==> config.mk <==
export PLATFORM = sky130hd
export DESIGN_NAME = sort_frame_loader
export DESIGN_NICKNAME = d
export VERILOG_FILES = /design/src/rtl/sort_pkg.sv /design/src/rtl/sort_frame_bank.sv /design/src/rtl/sort_frame_loader.sv
export SDC_FILE = /design/constraint.sdc
export NUM_CORES = 1
export LEC_CHECK = 0
export CAP_MARGIN = 20
export CELL_PAD_IN_SITES_DETAIL_PLACEMENT = 1
export CELL_PAD_IN_SITES_GLOBAL_PLACEMENT = 1
export CORE_MARGIN = 4
export CORE_UTILIZATION = 48
export CTS_CLUSTER_SIZE = 16
export DETAILED_ROUTE_END_ITERATION = 8
export HOLD_SLACK_MARGIN = 0.03
export PLACE_DENSITY = 0.86
export SETUP_SLACK_MARGIN = 0.4
export SYNTH_ARGS = -nofsm -noshare
export SYNTH_HDL_FRONTEND = slang
export SYNTH_SLANG_ARGS = --single-unit
==> constraint.sdc <==
create_clock -name clk -period 9.8 [get_ports clk]
set_input_delay 1.96 -clock clk [delete_from_list [all_inputs] [get_ports clk]]
set_output_delay 1.96 -clock clk [all_outputs]
set_load 0.05 [all_outputs]
Run 1, M1 wires:
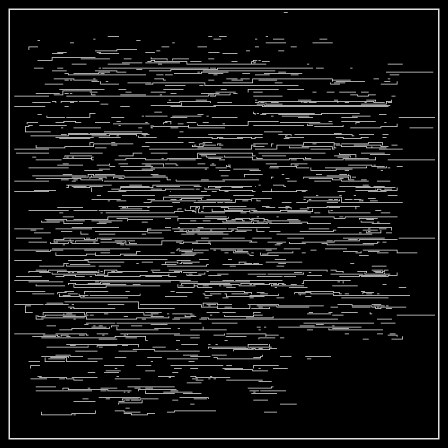
share of all routed wire	46%
main direction	horizontal
GR Util met1: 31.4%
vias: 3,205
aggregate routed wire length: 12.3 mm

Run 1, metal 2:
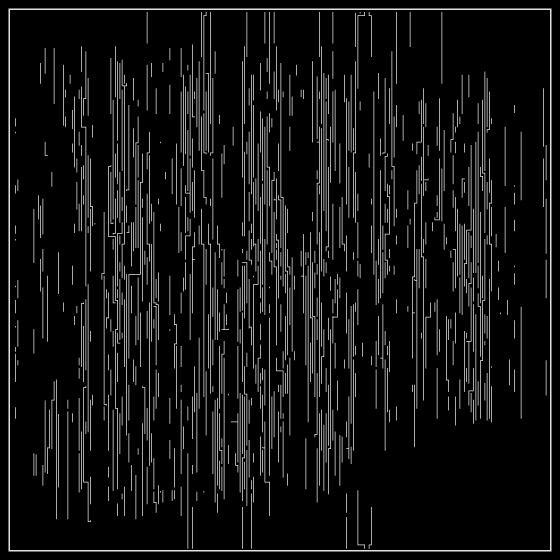
main direction	vertical
wire length on this layer	6,060 µm
met2 usage in global routing: 36.6%

Run 1, the metal 3 layer:
Scale bar: 20 µm. Cells faint in the background.
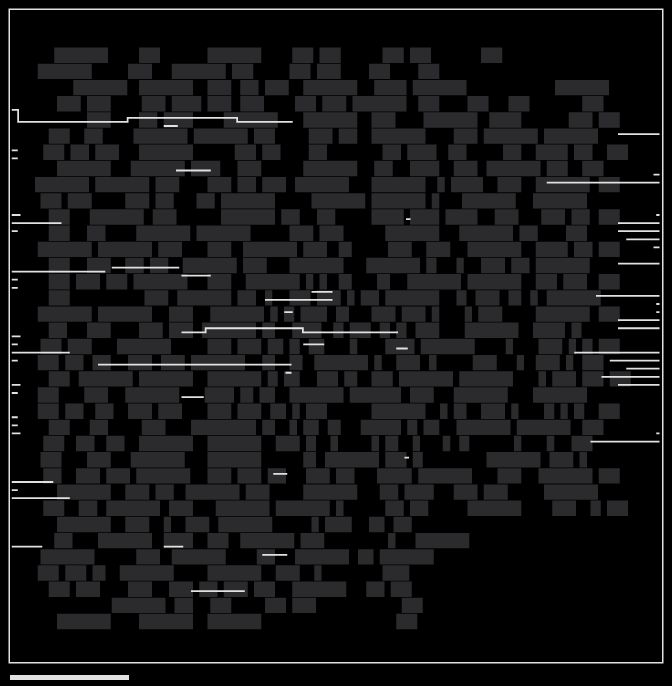
wire length on this layer	383 µm
longest straight run	32.2 µm
main direction	horizontal
nets with wire on the layer	50
met3 demand-to-capacity share in global routing: 2.82%

==> impl_metrics.tcl, run 1 <==
# implementation run metrics
set metrics [dict create \
    cts.clk_slew.worst_paths_ps 100 \
    drive_above_1_share_pct 31.0 \
    synth.lib_cells_used.distinct 41 \
    place.detailed.instances 542 \
    synthTopCellsByArea "dfrtp_1 (55%), mux2_2 (21%), o22a_1 (7.2%)" \
    clk_lat_worst_skew_ps 370 \
    synth.most_common_cell "dfrtp_1" \
    antennaDiodeCount 0 \
    drt_iter0_drc 144 \
    layout.cells.most_common "dfrtp_1" \
    cp_depth 4 \
    postSynthSeqShare_pct 55.1 \
    synth.largest_area_cell "dfrtp_1" \
    critical_path.max_fanout 26 \
    n_fill_cell 1003 \
    crit_slowest_cell "dfrtp_1" \
    sh_seq_area_pct 46.5 \
    comb.multi_input.count 228 \
    timing.critical_path.max_delay_family "flip-flops" \
    dominant_cells "flip-flops and latches" \
    stage_log_warnings 27 \
    design.core.area_um2 9910 \
    cap_violations 0 \
    ys_warn_count 0 \
    synth-edff-count 0 \
    antenna_violations_before_repair 0 \
    clock_area_share_pct 3.45 \
    drcViolationCount 0 \
    setup.reg_to_reg.worst_slack_ps 7660 \
    cts.path.max_buffers 2 \
    synth.yosys.chip_area_um2 4950 \
    finish.instance_area_um2 5870 \
    floorplan.die_area_um2 12000 \
    yosys-dominant-comb-family "multiplexers" \
    clkbuf_count 13 \
    tapcell.inserted 133 \
    core_util_floorplan_pct 50.0 \
    clock_tree.htree_level_count 3 \
    count_of_instantiated_cells_in_the_yosys_netlist 366 \
    worst_ep_arrival_time_ps 2950 \
    worstHoldPathCells 1 \
    floorplan.rows 36 \
    worst_slew_pin_slew_ps 892 \
    cts-buffers-inserted 9 \
    comb_area_share_pct 35.5 \
    areaGrowthSynthToFinish_pct 18.5 \
    preCtsSetupSlack_ps 5280 \
    run_status "finished clean" \
    area.combinational_um2 2080 \
    setup_viol 0 \
    cp_cell_sequence "nor2b_1 -> o21ai_1 -> o22a_1 -> clkdlybuf4s50_1" \
    setup.worst_path.start_class "register" \
    ys_async_sr_fraction_pct 100 \
    ant_nets 0 \
    synth-xor-area-share_pct 0.177 \
    critPathRequiredTime_ps 7840 \
    post_dp_cell_area_um2 5660 \
    fin_cells 559 \
    synthAdderAreaFrac_pct 0.505 \
    final.min_clock_period_ps 4910 \
    worst_slew_margin_pct 40.5 \
    vias_in_the_first_global_route 3603 \
    top_cell_area_share_pct 55.1 \
    met2_length_mm 6.06 \
    criticalPathCategory "register to output pin" \
    synth.area.mux_share_pct 24.6 \
]
Run 1, congestion heat map:
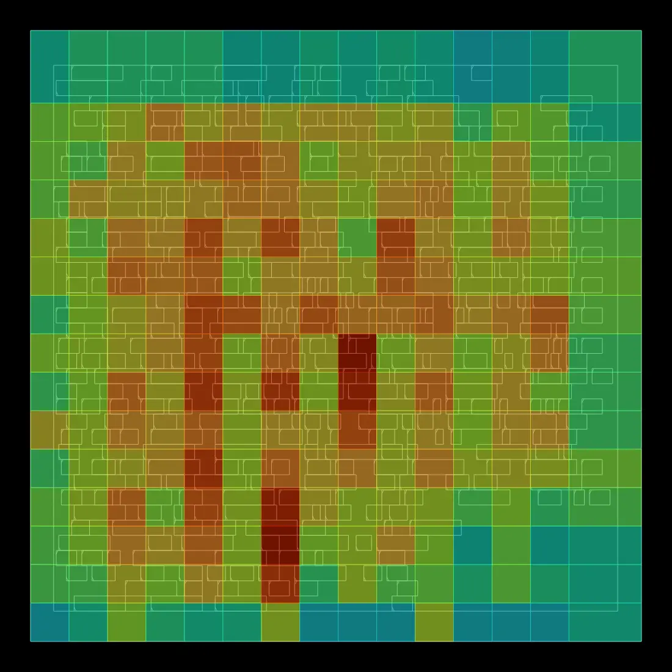

==> run 1 -> run 2 <==
- CORE_UTILIZATION: 48 -> 41
- PLACE_DENSITY: 0.86 -> 0.78
- clock period: 9.8 -> 4.5 ns (I/O delays scaled with it)
Run 2, congestion heat map:
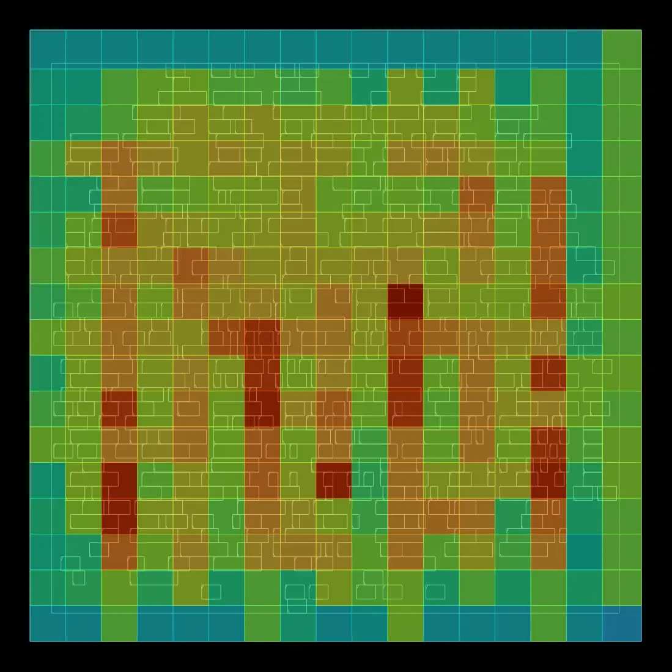
met3 demand-to-capacity share in global routing: 4.71%
GR Util met1: 24.7%
Top Usage Layer GRT: met2
utilization after layout: 51.5%

Run 2, M1 wires:
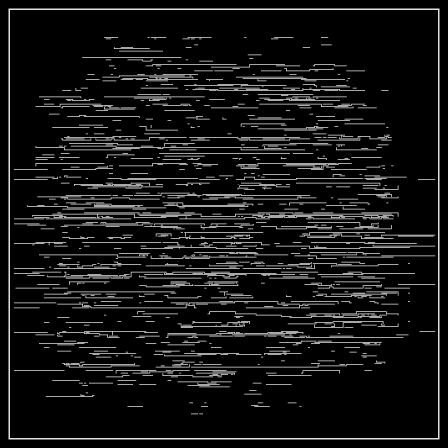
nets with wire on the layer	398
share of all routed wire	46%
aggregate routed wire length: 12.4 mm
vias: 3,194

Run 2, metal 2:
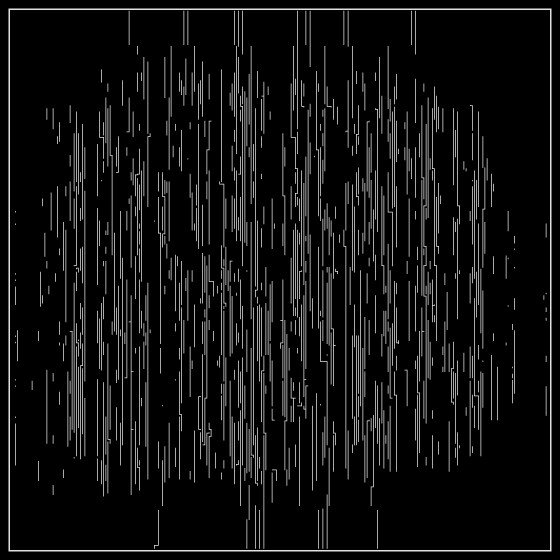
longest straight run	48.4 µm
wire length on this layer	6,030 µm
met2 usage in global routing: 30.2%

==> run 2 against run 1 <==
Non-clock buffer count increased by 2. Routed wire length increased by 0.98%.
==> impl_metrics.tcl, run 2 <==
# implementation run metrics
set metrics [dict create \
    tapcell.inserted 143 \
    setup_viol 0 \
    drt_iter0_drc 200 \
    areaGrowthSynthToFinish_pct 20.8 \
    synthTopCellsByArea "dfrtp_1 (55%), mux2_2 (21%), o22a_1 (7.2%)" \
    synth.most_common_cell "dfrtp_1" \
    cap_violations 0 \
    crit_slowest_cell "dfrtp_1" \
    clock_tree.htree_level_count 3 \
    preCtsSetupSlack_ps 1150 \
    post_dp_cell_area_um2 5690 \
    vias_in_the_first_global_route 3665 \
    clkbuf_count 11 \
    floorplan.rows 39 \
    setup.reg_to_reg.worst_slack_ps 2410 \
    met2_length_mm 6.03 \
    synthAdderAreaFrac_pct 0.505 \
    fin_cells 571 \
    finish.instance_area_um2 5980 \
    comb_area_share_pct 34.8 \
    design.core.area_um2 11600 \
    critical_path.max_fanout 26 \
    run_status "finished clean" \
    cts.path.max_buffers 2 \
    final.min_clock_period_ps 3740 \
    sh_seq_area_pct 45.6 \
    avgSynthCellArea_um2 13.5 \
    comb.multi_input.count 228 \
    yosys-dominant-comb-family "multiplexers" \
    area.combinational_um2 2080 \
    synth-xor-area-share_pct 0.177 \
    synth.area.mux_share_pct 24.6 \
    dominant_cells "flip-flops and latches" \
    drcViolationCount 0 \
    cts-buffers-inserted 9 \
    wire_length_per_cell_after_detailed_routing_um 21.8 \
    buffers_excl_clock 69 \
    synth-simple-area-share_pct 6.39 \
    ant_nets 0 \
    criticalPathCategory "register to output pin" \
    finalSetupTns_ps 0 \
    worstHoldPathCells 1 \
    floorplan.die_area_um2 13900 \
    core_util_floorplan_pct 42.7 \
    synth.lib_cells_used.distinct 41 \
    drive_above_1_share_pct 31.3 \
    count_of_instantiated_cells_in_the_yosys_netlist 366 \
    clock_area_share_pct 4.50 \
    worst_slew_pin_slew_ps 793 \
    critPathRequiredTime_ps 3600 \
    n_fill_cell 1190 \
    timing.critical_path.max_delay_family "flip-flops" \
    stage_log_warnings 27 \
    ys_async_sr_fraction_pct 100 \
    cts.clk_slew.worst_paths_ps 70 \
    synth.yosys.chip_area_um2 4950 \
    ys_warn_count 0 \
    antenna_violations_before_repair 0 \
    setup.worst_path.start_class "register" \
    cp_cell_sequence "nor2b_1 -> o21ai_1 -> o22a_1 -> clkdlybuf4s50_1" \
    synth.largest_area_cell "dfrtp_1" \
    synth-edff-count 0 \
    worst_slew_margin_pct 47.1 \
    postSynthSeqShare_pct 55.1 \
    worst_ep_arrival_time_ps 2840 \
    top_cell_area_share_pct 55.1 \
    clock_tree_root_driver_cell "clkbuf_16" \
    place.detailed.instances 554 \
    cp_depth 4 \
    clk_lat_worst_skew_ps 350 \
]
